Design gray_ptr_fifo_ctrl, sky130hd; sources not shown.
Fig. 1: metal 3
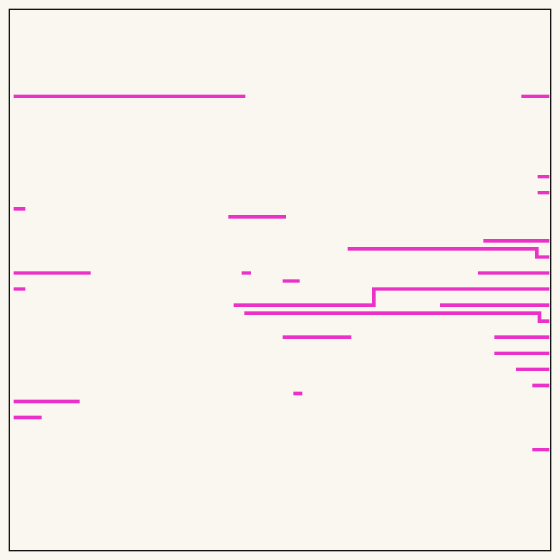
- nets with wire on the layer: 22
- share of all routed wire: 9.5%
- longest straight run: 24.8 microns
- wire length on this layer: 155 microns
met3 Use GR: 0.05556
final WL: 1634 microns

Fig. 2: signal wires on met2
Bar = 10 microns.
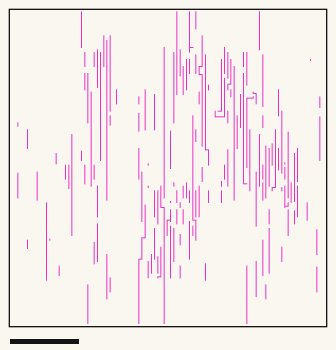
- nets with wire on the layer: 106
- wire length on this layer: 730 microns
- share of all routed wire: 45%
M2 GR Usage: 0.2620
vias after detailed routing: 701

Fig. 3: the clock network
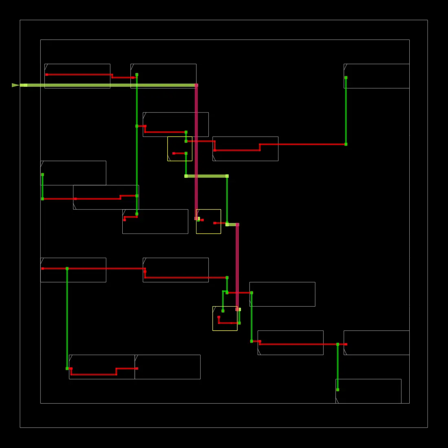
Clk Latency, worst-skew pair: 280 ps
clock buffers: 3
clk sinks: 16
total clock buffers created by CTS: 3
clock-net power: 0.0000723 W

Fig. 4: routed metal, one colour a layer
Bar = 10 microns. Two of the layers only.
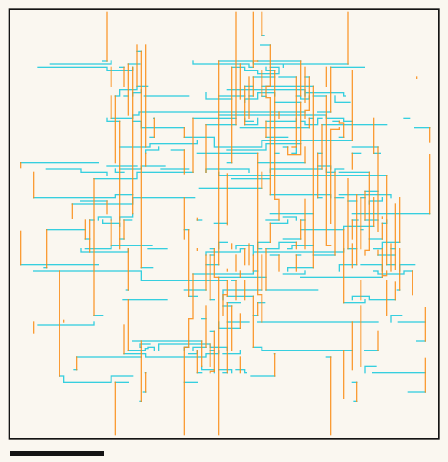
- cyan: met1 (wire length 726 microns)
- orange: met2 (wire length 730 microns)
GRT Overall Usage: 0.1729
wire per inst: 12.19 microns

Fig. 5: power grid
Bar = 10 microns. Pins as bars on the die edge.
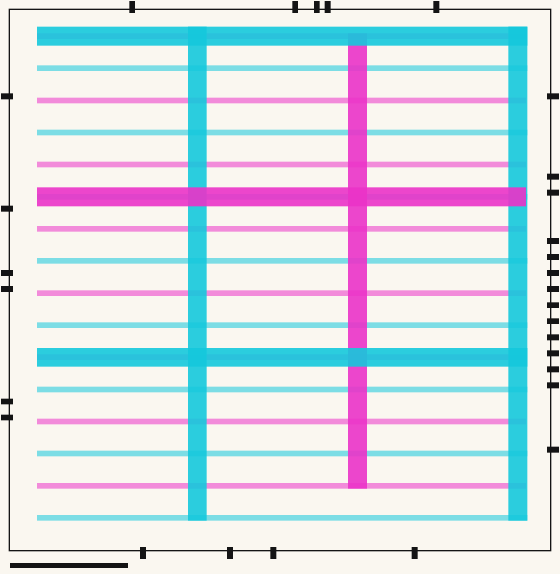
- cyan: VSS
- magenta: VDD
- signal pins: 29
- rows: 15
- met1 rails: 16
height of the die: 45.74 microns
Max VDD drop: 0.1318 mV
die x size: 45.74 microns

==> job_summary.md <==
### Yosys + OpenROAD results

| Metric | Value |
|---|---|
| GRT overflow | 0 |
| Largest stage delay on the critical path | around 490 ps |
| Post-Place Worst Slack | 1957 ps |
| EDFF count, synth | 0 |
| Psw | 0.00005850 W |
| Post-synth top area share | 0.3678 |
| Final core utilization | 0.5415 |
| Number of vias per cell | 5.231 |
| Htree depth | 1 |
| Row count | 15 |
| Combinational Gates | around 75 |
| Fraction of layout cells with a size suffix above 1 | 0.1538 |
| Register fraction of the total cell area | 0.3502 |
| HP Class | register to register |
| Sequential power share | 0.608 |
| CTS tree | yes |
| Top power group | registers |
| Fp_density | 0.5156 |
| Post_cts resized | 0 |
| N_diodes | 0 |
| Grt peak-use layer | met2 |
| Top Layout Cells | nand2_1, inv_1, dfxtp_1 |
| Setup Crit Path Kind | register to register |
| Synthesized instance count | 114 |
| Int Pwr | 0.0001775 W |
| Net count after synthesis | 127 |
| Mapped cell area | between 800 and 900 sq um |
| Max-cap viol count | 0 |
| Max-Slew Margin vs Limit | 0.7590 |
| Most common cell after layout, fill and taps aside | nand2_1 |
| Status | completed |
| Area leader, netlist | dfxtp_1 |
| Tcrit/Tclk final | 0.5815 |
| Core area | 1689 sq um |
| Final Worst Setup Slack | 1925 ps |
| Crit-path cells | inv_2, ha_1, nand3_2, nor2_2, nor2_1, ha_1, ha_1, or2_1, nand3_1, nand2_1, nand2_1, inv_1 |
| Cell count in the Yosys report | 114 |
| # DRC | 0 |
| Total power | 0.0002360 W |
| Synth Seq Share | 0.3678 |
| Endpoint class of the critical path | register |
| Post-synth regs | 16 |
| Reg2reg setup slack | 1930 ps |
| Levels on crit path | 12 |
| Comb pwr | 0.0000202 W |
| Aoi share | 0.04023 |
| Synth top cells by count | nand2_1, inv_1, dfxtp_1, nor2_1 |
| Logic pwr share | 0.086 |
| Ys flop type | dfxtp_1 |
| Flop area | 320.3 sq um |
| Synth top cell by count | nand2_1 |
| Fa+ha+maj area frac | 0.1236 |
| Critical Path Start Type | register |
| Biggest Area Class | combinational gates |
| Yosys cell types | 23 |
| Dpl hpwl | 1319 microns |
| Fin area | 914.6 sq um |
| OpenROAD warnings | 26 |
| Nonclk buf count | 0 |
| RSZ-0062 raised after global routing | no |
| Final setup viols | 0 |
| Top non-seq family | simple AND/OR/NAND/NOR gates |
| Warnings, synthesis | 0 |
| Setup Buffers After CTS | 0 |
| Leakage power | 0.4484 nW |
| Power Density | 258.0 nW/um^2 |
| CP max FO | 6 |
| Nets | 132 |
| Root cell of the clock tree | clkbuf_4 |
| Hold depth | 2 |
| GP Congestion | approximately 0.73 |
| Clock Path Buffers | 2 |
| Clock-cell share | 0.02462 |
| Mean Syn Cell Area | roughly 7.6 sq um |
| Xor/xnor share | 0.01006 |
| Area of the multi-input gates | 461.7 sq um |
| Max layer used | met4 |
| Area Overhead vs Synth | 5.029% |
| Worst hold slack | 295.7 ps |
| Reg2reg path depth | 12 |
| Crit path DRT | 4590 ps |
| Mux area share | 0 |
| Vias in the first global route | 578 |
| Fillers | between 150 and 200 |
| Pre-antenna DRT Iters | 4 |
| Cells after DPL | 131 |
| Yosys stat area | between 800 and 900 sq um |
| Port bufs | 0 |
| Combinational share of cell area | 0.5048 |
| Die area | around 2100 sq um |
| Actual slew at the worst max-slew pin | 361.0 ps |
| Final Hold Vio Count | 0 |
| Post-DRT Antenna Nets | 0 |
| DP Area | 892.1 sq um |
| Crit-path leading delay family | simple AND/OR/NAND/NOR gates |
| Post-synth area hogs | dfxtp_1, nand2_1, ha_1, inv_1, nor2_1 |
| Worst path bufs/invs | 2 |
| Sw Ratio | 0.2479 |
| Fin Setup TNS | 0 ps |
| Fmax | 373.9 MHz |
| Metal-1 WL | 725 microns |
| Antenna violations before repair | 0 |
| Non-clk buf share | 0 |
| Largest net degree at the start of global routing | 10 |
| Tap cells | 17 |
| Top-level I/O count | 29 |
| WL met2 | 729 microns |
| # hold bufs at CTS | 0 |
| Clock transition at path regs | about 90 ps |
| Async SR Flop Fraction | 0 |
| Critical path arrival | 2660 ps |
| Non-clock inverters | 23 |
| Non-Filler Instances | 134 |
| Critical-path top delay cell | dfxtp_1 |
| Drt initial violations | 18 |
| Clock power share | 0.306 |
Power is estimated from default activity; no workload was simulated.
